**Wiring by layer**

Drawn at 8 px/um.
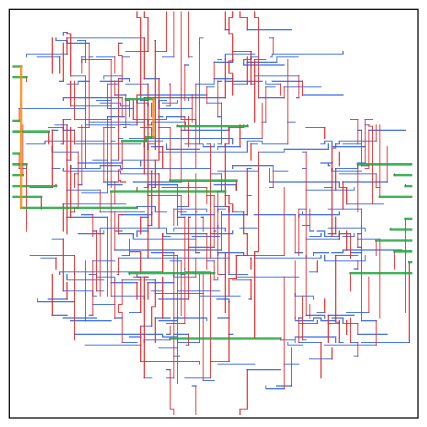
**M2 wires**

Drawn at 6 px/um.
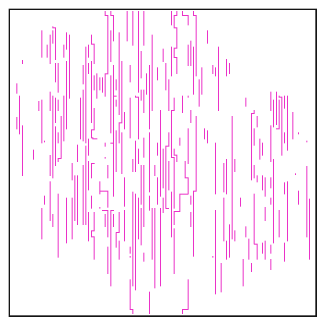
**The metal 3 layer**

Drawn at 6 px/um.
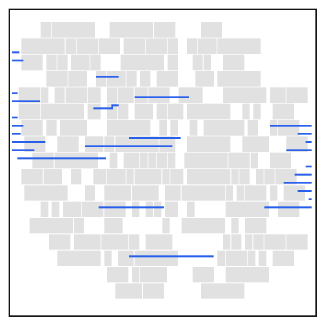
**Floorplan with the power grid**

Drawn at 8 px/um. Pins as bars on the die edge. Tap cells in gray.
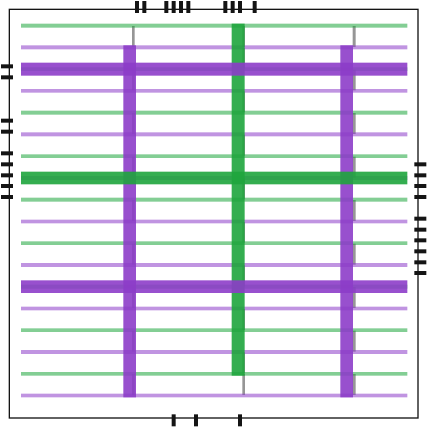
**Clock routing**

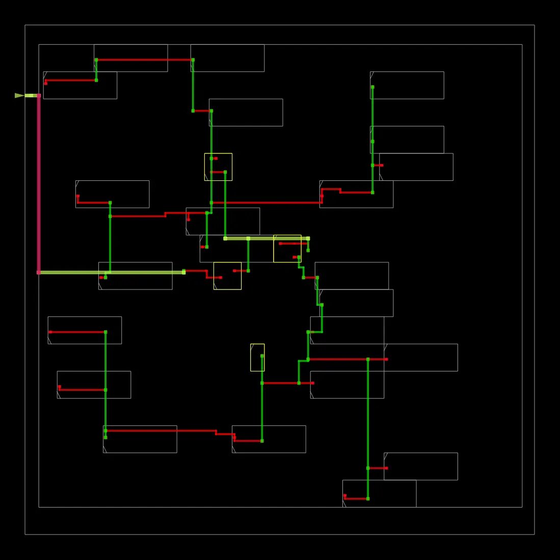
===== src/rtl/ifmap_buffer_write_controller.sv =====
`default_nettype none
// ============================================================================
//  Module      : ifmap_buffer_write_controller
//  Description : Fetches one job of NUM_ROWS x ROW_LEN IFMap words from a
//                synchronous-read memory and pushes them into the IFMap
//                circular buffer as {start_row, end_row, data}. A one-entry
//                skid register behind the memory output keeps the stream
//                lossless under buf_ready backpressure at 1 word/cycle.
//                Optional build macro IFMAP_ZERO_PAD_EN frames every row with
//                a leading and a trailing zero word (no memory read for pads).
//  Revision    : 1.0 - initial release
// ============================================================================
module ifmap_buffer_write_controller #(
    parameter int DATA_WIDTH = 3,
    parameter int ADDR_WIDTH = 8,
    parameter int ROW_LEN    = 4,
    parameter int NUM_ROWS   = 4
) (
    input  logic                    clk,
    input  logic                    rst,
    input  logic                    init,
    input  logic [ADDR_WIDTH-1:0]   base_addr,
    output logic                    mem_ren,
    output logic [ADDR_WIDTH-1:0]   mem_addr,
    input  logic [DATA_WIDTH-1:0]   mem_dout,
    input  logic                    buf_ready,
    output logic                    wen_buf,
    output logic [DATA_WIDTH+1:0]   buf_din,
    output logic                    busy,
    output logic                    done
);

    // Output slots per row: data words, plus two pad words when padding.
`ifdef IFMAP_ZERO_PAD_EN
    localparam int c_slots = ROW_LEN + 2;
`else
    localparam int c_slots = ROW_LEN;
`endif
    localparam int c_col_w = (c_slots > 1) ? $clog2(c_slots) : 1;
    localparam int c_row_w = (NUM_ROWS > 1) ? $clog2(NUM_ROWS) : 1;
    localparam logic [c_col_w-1:0] c_col_last = c_col_w'(c_slots - 1);
    localparam logic [c_row_w-1:0] c_row_last = c_row_w'(NUM_ROWS - 1);

    typedef enum logic [1:0] {
        ST_IDLE  = 2'd0,
        ST_FETCH = 2'd1,
        ST_DRAIN = 2'd2,
        ST_DONE  = 2'd3
    } state_t;

    state_t                  r_state;
    state_t                  w_state_nxt;

    logic [ADDR_WIDTH-1:0]   r_addr;
    logic [c_col_w-1:0]      r_col;
    logic [c_row_w-1:0]      r_row;

    // Stage holding the tags of the slot issued last cycle (data is mem_dout).
    logic                    r_stg_vld;
    logic                    r_stg_pad;
    logic                    r_stg_start;
    logic                    r_stg_end;

    logic                    r_skid_vld;
    logic [DATA_WIDTH+1:0]   r_skid_word;

    logic [DATA_WIDTH+1:0]   w_stg_word;
    logic                    w_out_vld;
    logic [DATA_WIDTH+1:0]   w_out_word;
    logic                    w_slot_free;
    logic                    w_issue;
    logic                    w_slot_pad;
    logic                    w_slot_start;
    logic                    w_slot_end;
    logic                    w_last_slot;

    // Slot classification: which tags this slot carries and whether it is a pad.
`ifdef IFMAP_ZERO_PAD_EN
    assign w_slot_pad   = (r_col == '0) || (r_col == c_col_last);
`else
    assign w_slot_pad   = 1'b0;
`endif
    assign w_slot_start = (r_col == '0);
    assign w_slot_end   = (r_col == c_col_last);
    assign w_last_slot  = (r_row == c_row_last) && (r_col == c_col_last);

    // Output slot is the skid register if occupied, otherwise the returning word.
    // At most one of the two is ever valid because a slot is only issued when
    // the output slot is guaranteed to be empty by the time it returns.
    assign w_stg_word  = {r_stg_start, r_stg_end, r_stg_pad ? {DATA_WIDTH{1'b0}} : mem_dout};
    assign w_out_vld   = r_skid_vld | r_stg_vld;
    assign w_out_word  = r_skid_vld ? r_skid_word : w_stg_word;
    assign w_slot_free = ~w_out_vld | buf_ready;
    assign w_issue     = (r_state == ST_FETCH) && w_slot_free;

    assign wen_buf  = w_out_vld & buf_ready;
    assign buf_din  = w_out_vld ? w_out_word : '0;
    assign mem_ren  = w_issue & ~w_slot_pad;
    assign mem_addr = r_addr;

    // State register.
    always_ff @(posedge clk) begin
        if (!rst) begin
            r_state <= ST_IDLE;
        end else begin
            r_state <= w_state_nxt;
        end
    end

    // Next-state and status decode.
    always_comb begin
        w_state_nxt = r_state;
        busy        = 1'b0;
        done        = 1'b0;
        case (r_state)
            ST_IDLE: begin
                if (init) begin
                    w_state_nxt = ST_FETCH;
                end
            end
            ST_FETCH: begin
                busy = 1'b1;
                if (w_issue && w_last_slot) begin
                    w_state_nxt = ST_DRAIN;
                end
            end
            ST_DRAIN: begin
                busy = 1'b1;
                // Output slot empties this cycle and nothing else is pending.
                if (w_slot_free) begin
                    w_state_nxt = ST_DONE;
                end
            end
            ST_DONE: begin
                done        = 1'b1;
                w_state_nxt = ST_IDLE;
            end
            default: begin
                w_state_nxt = ST_IDLE;
            end
        endcase
    end

    // Address, column and row counters; advance once per issued slot.
    always_ff @(posedge clk) begin
        if (!rst) begin
            r_addr <= '0;
            r_col  <= '0;
            r_row  <= '0;
        end else if ((r_state == ST_IDLE) && init) begin
            r_addr <= base_addr;
            r_col  <= '0;
            r_row  <= '0;
        end else if (w_issue) begin
            if (mem_ren) begin
                r_addr <= r_addr + ADDR_WIDTH'(1);
            end
            if (r_col == c_col_last) begin
                r_col <= '0;
                r_row <= r_row + c_row_w'(1);
            end else begin
                r_col <= r_col + c_col_w'(1);
            end
        end
    end

    // Tags travel alongside the read so they line up with mem_dout.
    always_ff @(posedge clk) begin
        if (!rst) begin
            r_stg_vld   <= 1'b0;
            r_stg_pad   <= 1'b0;
            r_stg_start <= 1'b0;
            r_stg_end   <= 1'b0;
        end else begin
            r_stg_vld   <= w_issue;
            r_stg_pad   <= w_slot_pad;
            r_stg_start <= w_slot_start;
            r_stg_end   <= w_slot_end;
        end
    end

    // Skid register: catches a returning word the buffer could not take.
    always_ff @(posedge clk) begin
        if (!rst) begin
            r_skid_vld  <= 1'b0;
            r_skid_word <= '0;
        end else if (r_skid_vld) begin
            if (buf_ready) begin
                r_skid_vld <= 1'b0;
            end
        end else if (r_stg_vld && !buf_ready) begin
            r_skid_vld  <= 1'b1;
            r_skid_word <= w_stg_word;
        end
    end

endmodule
`default_nettype wire

===== config.mk =====
export PLATFORM = sky130hd
export DESIGN_NAME = ifmap_buffer_write_controller
export DESIGN_NICKNAME = d
export VERILOG_FILES = /design/src/rtl/ifmap_buffer_write_controller.sv
export SDC_FILE = /design/constraint.sdc
export NUM_CORES = 1
export LEC_CHECK = 0
export ABC_AREA = 0
export CORE_UTILIZATION = 51
export DETAILED_ROUTE_END_ITERATION = 8
export PLACE_DENSITY = 0.83
export RECOVER_POWER = 100
export SLEW_MARGIN = 15
export SYNTH_ARGS = -nofsm -noshare
export SYNTH_HDL_FRONTEND = slang
export SYNTH_SLANG_ARGS = --single-unit
export TNS_END_PERCENT = 50

===== constraint.sdc =====
create_clock -name clk -period 3 [get_ports clk]
set_clock_uncertainty 0.1 [all_clocks]
set_input_delay 0.6 -clock clk [delete_from_list [all_inputs] [get_ports clk]]
set_output_delay 0.6 -clock clk [all_outputs]
set_load 0.03 [all_outputs]

==> metrics.yaml <==
endpoint: "mem_ren"
portBuffers: 31
xor_area_frac: 0.0574
synth_chip_area_um2: 1220
die.size.y_um: 50.9
cts_resized: 0
drtIter0Drc: 19
htreeDepth: 1
cts_tree: "done"
grt_max_degree: 18
min_from: "r_col[1]$_SDFFE_PP0P_"
cp.depth: 5
r2r_cells: 5
synth_seq_share: 0.377
vdd_ir_drop_max_mv: 0.522
syn_inst: 133
crit_fanout: 7
p_per_area_nw_per_um2: 782
hold_path_class: "reg2reg"
hold_viol: 0
slew_headroom: 0.650
die_area_um2: 2590
grt_setup_unrepaired: "false"
setup_viol: 0
synth_cell_types: 32
combPwrFrac: 0.511
warnings: 31
status: "finished, final reports clean"
synth_area_per_cell_um2: 9.17
simple_gate_share: 0.186
std_cell_rows: 17
max_stage_delay_ps: 660
largest_reg_flops: 8
hpwl_um: 1720
first_global_vias: 960
path_clk_slew_ps: 120
clock.fmax_mhz: 353
clk_latency_ps: 300
tightest_slew_ps: 523
postRouteAntennaNets: 0
critical_path_buf_inv_count: 3
drt-met1-wl_um: 1020
grt_pass1_wl_um: 3980
die_x_um: 50.9
ys_warn_count: 0
viasPerCell: 5.30
place_congestion: 0.687
firstDrtPassIters: 4
cp_top_family: "buffers and inverters"
cts_hold_buffers: 0
yosys.area.top_type: "dfxtp_1"
grt-ovfl-total: 0
p_sw_w: 0.000526
timing.max_cap.violations: 0
yosys-stat-cells: 133
p_comb_w: 0.000613
core_um2: 2230
tns_ps: 0
mux_share: 0.0656
adder_share: 0.0923
p_clk_frac: 0.117
netSwitchingFraction: 0.438
ys_sh_aoi: 0.155
fin_crit_sh: 0.945
timing.rr.end: "r_state[1]$_SDFFE_PN0P_"
num-nets-final: 189
fin_crit_ps: 2830
path_cells: "clkdlybuf4s50_1, o21bai_4, nand2_8, inv_1, clkdlybuf4s50_1"
hold_path_depth: 2
cpMaxStageDelayCell: "clkdlybuf4s50_1"
cp-start-kind: "input port"
rrSetupSlack_ps: 1140
dr_wl_met2_um: 1180
grt_use_met3: 0.0298
r2r-start: "r_skid_vld$_SDFF_PN0_"
min_delay_worst_endpoint: "r_col[1]$_SDFFE_PP0P_"
post-route-drc-count: 0
netlist.area_leader.share: 0.377
synth.logic.top_family: "simple AND/OR/NAND/NOR gates"
crit_type: "in2out"
seq_power_share: 0.372
antennaDiodeCount: 0
area_delta_synth_final_pct: 25.7
hold_slack_ps: 396
drive_gt1_frac: 0.0549
syn-num-nets: 157
worstPathRequired_ps: 2300
syn_area_um2: 1220
cts_setup_buffers: 0
top_cells_by_area: "dfxtp_1 (38%), ha_1 (9.2%), mux2i_1 (6.6%)"
cp-startpoint: "buf_ready"
total_power_w: 0.00120
ioPinCount: 32
power.leakage_nw: 0.642
antenna_found_initial: 0
power.internal_w: 0.000674
endpoint_kind: "primary output"
wl_met3_um: 128
powerSeq_w: 0.000446
power-top-group: "combinational logic"
top_layer_used: "met4"
fp_util: 0.546
busiest_layer: "met2"
critPathMostFrequentCell: "clkdlybuf4s50_1"
drv_slew: 0
clockBufferDepth: 2
grtUsageMet1: 0.232
cts-root-buf: "clkbuf_4"
cp.arrival_ps: 2130
ys.flops: 23
Notes on 'wiring by layer' above:
[M3] green | wire length: 129 um
[M2] red | wire length: 1180 um
[M4] orange | wire length: 22.4 um
[M1] blue | wire length: 1020 um
final WL: 2350 um
average wire per cell in the routed design: 12.3 um
GRT Total Usage: 0.200
via count: 1018

Notes on 'M2 wires' above:
wire length on this layer: 1180 um
share of all routed wire: 50%
GRT met2 Usage: 0.364

Notes on 'the metal 3 layer' above:
wire length on this layer: 129 um
main direction: horizontal
nets with wire on the layer: 25
share of all routed wire: 5.5%
longest straight run: 14.5 um

Notes on 'floorplan with the power grid' above:
[VDD] green
[VSS] purple
rows: 17
met4 straps: 3

Notes on 'clock routing' above:
P_clk: 0.000140 W
Sink Count: 23
sequential cells: 23
Num CTS Buffers: 3

placed cells by master (no fill, tap or decap), types with 2 or more instances in the layout:
cell type / netlist / layout
and2_1: 2 / 2
nand3_1: 6 / 6
nand2_1: 14 / 14
mux2i_1: 8 / 8
dfxtp_1: 23 / 23
nor2_1: 11 / 11
clkdlybuf4s50_1: 0 / 13
clkbuf_4: 0 / 3
and3_1: 2 / 2
a21oi_1: 9 / 9
clkbuf_1: 3 / 2
inv_1: 7 / 7
dlygate4sd3_1: 0 / 18
ha_1: 9 / 9
o21ai_0: 13 / 13
xor2_1: 7 / 7
stage by stage:
step,worst slack [ps],instance area (um^2),std cells,utilization
detailed placement,185,1530,188,0.685
global placement,195,1530,188,0.685
floorplan,988,1220,133,-
finish,166,1530,192,0.687
global route,132,1530,192,0.687
CTS,162,1560,192,0.696
cells in the mapped netlist, drive strengths merged:
| library cell | count |
|---|---|
| dfxtp | 23 |
| nand2 | 15 |
| o21ai | 13 |
| nor2 | 11 |
| a21oi | 10 |
| ha | 9 |
| mux2i | 8 |
| inv | 7 |
| xor2 | 7 |
| nand3 | 6 |
| clkbuf | 4 |
| and2 | 2 |
| and3 | 2 |
| buf | 2 |
| a211oi | 1 |
| a21bo | 1 |
| and4 | 1 |
| clkinv | 1 |
| nand3b | 1 |
| nand4 | 1 |
| nand4bb | 1 |
| nor3 | 1 |
| nor3b | 1 |
| o21a | 1 |
| o21bai | 1 |
| o221ai | 1 |
| or3 | 1 |
| xnor2 | 1 |
layout make-up:
class | count | area [um^2]
tap | 28 | 35.0
sequential | 23 | 460
inverter | 8 | 30.0
timing repair buffer | 33 | 322
fill | 183 | 699
multi-input combinational | 96 | 661
clock buffer | 4 | 26.3
worst min-delay path, cell delays in order, from the launching register on:
cell	delay [ps]
dfxtp_1	350
nand2_1	60
a21oi_1	60
No activity file was given, so power comes from the tool's default toggle rates.
